Fig. 1: I/O nets highlighted
Drawn at 6 px/um.
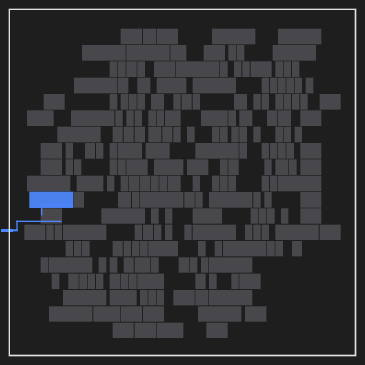
Fig. 2: congestion heat map
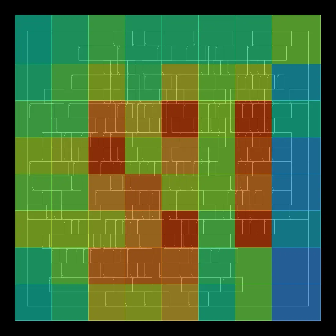
Fig. 3: register map, names as in the netlist
Drawn at 4 px/um. Other sequential cells in the stronger grey, the rest of the logic in the fainter grey.
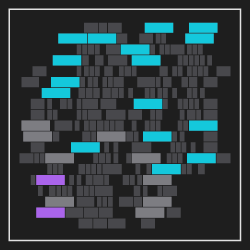
Fig. 4: pin placement
Drawn at 4 px/um. Pins as bars across the die edge, other pins in grey.
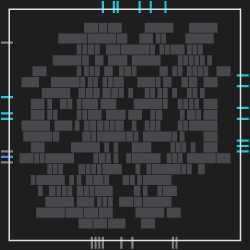
Fig. 5: wiring by layer
Drawn at 6 px/um.
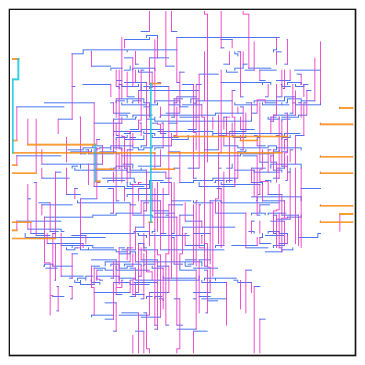
File: src/rtl/timing_pkg.sv
// Shared types and default timing constants for the machine-cycle beat generator.
package timing_pkg;

   typedef enum logic [1:0] {BEAT_IDLE, BEAT_W1, BEAT_W2, BEAT_W3} beat_e;

   localparam int unsigned T_PER_W_DEF  = 4;
   localparam int unsigned T3_PHASE_DEF = 2;
   localparam int unsigned CNT_W_DEF    = 16;

endpackage

File: src/rtl/pulse_edge_det.sv
// Rising-edge detector; the history flop resets high so a level already high at reset is not an edge.
module pulse_edge_det (
   input  logic i_clk,
   input  logic i_clr,
   input  logic i_din,
   output logic o_rise_c
);

   logic r_din_q;

   always_ff @(posedge i_clk) begin
      if (i_clr) r_din_q <= 1'b1;
      else       r_din_q <= i_din;
   end

   assign o_rise_c = i_din & ~r_din_q;

endmodule

File: src/rtl/beat_timing_gen.sv
// Beat generator for the hardwired controller: W1/W2/W3 beat strobes, t3 phase strobe,
// beat_end marker and completed-beat counter; short/long/stop sampled only at beat_end.
module beat_timing_gen
   import timing_pkg::*;
#(
   parameter int unsigned T_PER_W  = T_PER_W_DEF,
   parameter int unsigned T3_PHASE = T3_PHASE_DEF,
   parameter int unsigned CNT_W    = CNT_W_DEF
) (
   input  logic             i_clk,
   input  logic             i_clr,
   input  logic             i_qd,
   input  logic             i_short,
   input  logic             i_long,
   input  logic             i_stop,
   output logic             o_w1,
   output logic             o_w2,
   output logic             o_w3,
   output logic             o_t3,
   output logic             o_beat_end,
   output logic             o_running,
   output logic [CNT_W-1:0] o_beat_cnt
);

   localparam int unsigned PH_W = $clog2(T_PER_W);
   localparam logic [PH_W-1:0] PH_LAST = PH_W'(T_PER_W - 1);
   localparam logic [PH_W-1:0] PH_T3   = PH_W'(T3_PHASE);

   beat_e            r_state, w_nxt_state;
   logic [PH_W-1:0]  r_phase, w_nxt_phase;
   logic [CNT_W-1:0] r_cnt, w_nxt_cnt;
   logic             w_qd_rise;
   logic             w_w1, w_w2, w_w3, w_t3, w_beat_end, w_running;
   logic             r_w1, r_w2, r_w3, r_t3, r_beat_end, r_running;

   pulse_edge_det u_qd_edge (
      .i_clk    (i_clk),
      .i_clr    (i_clr),
      .i_din    (i_qd),
      .o_rise_c (w_qd_rise)
   );

   // State, phase, counter and output registers; outputs follow the next state/phase.
   always_ff @(posedge i_clk) begin
      if (i_clr) begin
         r_state    <= BEAT_IDLE;
         r_phase    <= '0;
         r_cnt      <= '0;
         r_w1       <= 1'b0;
         r_w2       <= 1'b0;
         r_w3       <= 1'b0;
         r_t3       <= 1'b0;
         r_beat_end <= 1'b0;
         r_running  <= 1'b0;
      end else begin
         r_state    <= w_nxt_state;
         r_phase    <= w_nxt_phase;
         r_cnt      <= w_nxt_cnt;
         r_w1       <= w_w1;
         r_w2       <= w_w2;
         r_w3       <= w_w3;
         r_t3       <= w_t3;
         r_beat_end <= w_beat_end;
         r_running  <= w_running;
      end
   end

   // Next state: qd edge starts from idle; beat sequencing decided only in the last phase.
   always_comb begin
      w_nxt_state = r_state;
      w_nxt_phase = r_phase;
      w_nxt_cnt   = r_cnt;
      if (r_state == BEAT_IDLE) begin
         if (w_qd_rise) begin
            w_nxt_state = BEAT_W1;
            w_nxt_phase = '0;
         end
      end else if (r_phase == PH_LAST) begin
         w_nxt_phase = '0;
         w_nxt_cnt   = r_cnt + CNT_W'(1);
         if (i_stop) begin
            w_nxt_state = BEAT_IDLE;
         end else begin
            unique case (r_state)
               BEAT_W1: w_nxt_state = i_short ? BEAT_W1 : BEAT_W2;
               BEAT_W2: w_nxt_state = i_long  ? BEAT_W3 : BEAT_W1;
               default: w_nxt_state = BEAT_W1;
            endcase
         end
      end else begin
         w_nxt_phase = r_phase + PH_W'(1);
      end
   end

   // Output decode of the upcoming state/phase.
   always_comb begin
      w_running  = (w_nxt_state != BEAT_IDLE);
      w_w1       = (w_nxt_state == BEAT_W1);
      w_w2       = (w_nxt_state == BEAT_W2);
      w_w3       = (w_nxt_state == BEAT_W3);
      w_t3       = w_running && (w_nxt_phase == PH_T3);
      w_beat_end = w_running && (w_nxt_phase == PH_LAST);
   end

   assign o_w1       = r_w1;
   assign o_w2       = r_w2;
   assign o_w3       = r_w3;
   assign o_t3       = r_t3;
   assign o_beat_end = r_beat_end;
   assign o_running  = r_running;
   assign o_beat_cnt = r_cnt;

endmodule

File: config.mk
export PLATFORM = sky130hd
export DESIGN_NAME = beat_timing_gen
export DESIGN_NICKNAME = d
export VERILOG_FILES = /design/src/rtl/timing_pkg.sv /design/src/rtl/pulse_edge_det.sv /design/src/rtl/beat_timing_gen.sv
export SDC_FILE = /design/constraint.sdc
export NUM_CORES = 1
export LEC_CHECK = 0
export ABC_AREA = 1
export CAP_MARGIN = 40
export CORE_MARGIN = 2
export CORE_UTILIZATION = 45
export CTS_BUF_LIST = sky130_fd_sc_hd__clkbuf_8
export DETAILED_ROUTE_END_ITERATION = 7
export GPL_TIMING_DRIVEN = 0
export HOLD_SLACK_MARGIN = 0.05
export PLACE_DENSITY_LB_ADDON = 0.25
export SLEW_MARGIN = 20
export SYNTH_ARGS = -nofsm -noshare
export SYNTH_HDL_FRONTEND = slang
export SYNTH_SLANG_ARGS = --single-unit
export TNS_END_PERCENT = 30
File: constraint.sdc
create_clock -name i_clk -period 1.94 [get_ports i_clk]
set_clock_uncertainty 0.15 [all_clocks]
set_input_delay 0.388 -clock i_clk [delete_from_list [all_inputs] [get_ports i_clk]]
set_output_delay 0.388 -clock i_clk [all_outputs]
set_load 0.02 [all_outputs]
==> run summary <==
The synthesis and PnR run went through. The placement summary gives the final routability congestion estimate as between 0.8 and 0.9. Critical path arrival landed at 1.35 ns. The script logs the ratio of routed vias to standard cells as 4.88.

Number of buffers added for setup after CTS landed at 0. Detailed-route iteration 0 reported a violation count of 31. The die covers 3300 um2. In this run the VDD rail shows a maximum IR drop of between 0.0004 and 0.0005 V. According to the finish report, the design has a final net count of between 200 and 250.

Floorplan core density landed at ~47%. Sorting the synthesized cells by how often they occur yields sky130_fd_sc_hd__nand2_1 (52), sky130_fd_sc_hd__nor2_1 (35), sky130_fd_sc_hd__dfxtp_1 (27), sky130_fd_sc_hd__inv_1 (27), sky130_fd_sc_hd__nand3_1 (13). CTS built an H-tree with a depth of 1. Ranked by total cell area, the synthesized netlist is headed by sky130_fd_sc_hd__dfxtp_1 (42%), sky130_fd_sc_hd__nand2_1 (15%), sky130_fd_sc_hd__nor2_1 (10%), sky130_fd_sc_hd__inv_1 (7.9%), sky130_fd_sc_hd__nand3_1 (5.1%). TritonCTS built the clock tree.

Fraction of the cycle the final worst path needs landed at slightly below 100%. Leaving out filler cells and counting taps, the final layout contains 250. Counting I/O delays and the setup requirement, the final critical path takes around 1.9 ns. Total negative slack for setup checks landed at 0 ns. STA classifies the critical path startpoint as a register.

In the placement report, post-DP HPWL is listed as 2130 um. Number of buffers inserted for hold repair after clock tree synthesis landed at 0. In this run the tightest slew margin relative to its limit is 82.9%. Clock net sink count landed at 27.

Share of flip-flops with an asynchronous set or reset after synthesis landed at 0%. Entering global routing, the biggest net connects 17 pins. The run finished with clean final reports. Routed via count landed at 1220. Number of standard cells after synthesis landed at 188. Area of all placed cells without fillers landed at 1650 um2.

The commonest register cell is sky130_fd_sc_hd__dfxtp_1. Endpoints failing hold in the final report were tallied at 0. Setup repair after global routing left no endpoint under its margin. In this run the worst hold path is classified as register to register. Final routed wirelength across all metal layers landed at between 2000 and 3000 um.

Number of OpenROAD warnings landed at 28. The floorplan step set the die height to around 57 um. The layout summary lists the proportion of cells stronger than drive strength 1 as roughly 7.8%. The post-placement cell area is 1600 um2.

Average size of a mapped cell landed at 6.84 um2.
-- Fig. 1 (at the start) --
- blue: o_w2 (direction output; edge left; end cells 1; buffers 1; wire 16.3 um)
io pins: 28
count of buffers from port buffering: 27

-- Fig. 2 (at the start) --
GRT met2 Usage: 33.6%
met1 capacity usage during global routing: 21.3%
Post-Route Utilization: 60.4%
mean routed wirelength per cell: 10.8 um
met3 capacity usage during global routing: 3.40%

-- Fig. 3 (at the start) --
- cyan: o_beat_cnt (sequential cells 16)
- purple: r_state (sequential cells 2)
- not coloured: 9
register share of the cell area: 32.7%
footprint of the flip-flops and latches: 541 um2
sequential power: 0.563 mW

-- Fig. 4 (at the start) --
- cyan: o_beat_cnt (pins 16; direction output; edge 7 right, 6 top, 3 left)
- blue: o_w2 (pins 1; direction output; edge left)
- all pins by edge: 8 bottom, 7 left, 7 right, 6 top

-- Fig. 5 (at the start) --
- blue: metal 1 (wire length 1140 um)
- orange: metal 3 (wire length 133 um)
- cyan: metal 4 (wire length 45.8 um)
- magenta: metal 2 (wire length 1390 um)

==> power breakdown <==
part,internal [mW],leakage (nW),switching [mW],total (mW)
Clock,0.146,0.0217,0.168,0.314
Combinational,0.0260,0.494,0.0325,0.0586
Sequential,0.560,0.218,0.00341,0.563
Total,0.731,0.733,0.204,0.936
==> metal layers <==
layer | track usage (%) | routed length, um | up-vias
li1 | - | - | 640
met1 | 21.3 | 1140 | 546
met2 | 33.6 | 1390 | 26
met3 | 3.40 | 132 | 8
met4 | 7.64 | 45 | 0
met5 | 0 | 0 | -
==> cell families (layout without fill, tap and decap cells) <==
family / Yosys count / after routing / share of synthesized area, %
AOI/OAI and AO/OA: 11 / 11 / 4.57
adders and majority gates: 5 / 5 / 4.86
buffers and inverters: 30 / 61 / 9.53
DFF: 27 / 27 / 42.0
and+or+nand+nor: 115 / 115 / 39.0
==> cells in the final DEF (no fill, tap or decap), types with 2 or more instances in the layout <==
cell / count
sky130_fd_sc_hd__nor2_4: 2
sky130_fd_sc_hd__inv_1: 27
sky130_fd_sc_hd__dfxtp_1: 27
sky130_fd_sc_hd__nand4_1: 4
sky130_fd_sc_hd__nand2_1: 52
sky130_fd_sc_hd__nand3_1: 13
sky130_fd_sc_hd__inv_2: 2
sky130_fd_sc_hd__a21oi_1: 4
sky130_fd_sc_hd__o21ai_0: 4
sky130_fd_sc_hd__ha_1: 5
sky130_fd_sc_hd__nor2_1: 35
sky130_fd_sc_hd__clkdlybuf4s50_1: 26
sky130_fd_sc_hd__clkbuf_8: 4
sky130_fd_sc_hd__nor2_2: 4
==> worst paths after layout <==
check / from / end / slack (ns) / cells past startpoint
setup reg to reg: r_state[0] / o_beat_cnt[10] / 0.13 / 8
setup / recovery: o_beat_cnt[4] / o_beat_cnt[4] / 0.05 / 1
hold / removal: o_beat_cnt[2] / o_beat_cnt[2] / 0.36 / 2
hold reg to reg: o_beat_cnt[2] / o_beat_cnt[2] / 0.36 / 2
==> sequential cells by signal, summed over array words and instances (netlist names) <==
signal,cells
o_beat_cnt,16
o_beat_end,1
o_running,1
o_t3,1
o_w1,1
o_w2,1
o_w3,1
r_phase,2
r_state,2
u_qd_edge.r_din_q,1
==> through the flow <==
step | setup WS [ns] | power (mW)
final | 0.0492 | 0.936
after global routing | 0.00276 | 0.979
after CTS | 0.0286 | 0.947
after detailed placement | 0.177 | 0.634
after global placement | 0.179 | 0.631
after floorplan | 0.412 | 0.609
==> cell type report <==
type | instances | area [um2]
fillers | 256 | 1080
multi-input cells | 131 | 628
flip-flops and latches | 27 | 541
repair buffers | 27 | 273
inverters | 29 | 109
clock buffers | 3 | 41.3
well taps | 31 | 38.8
plain buffers | 1 | 13.8
clock inverters | 1 | 7.51
Power and IR drop assume default switching activity.
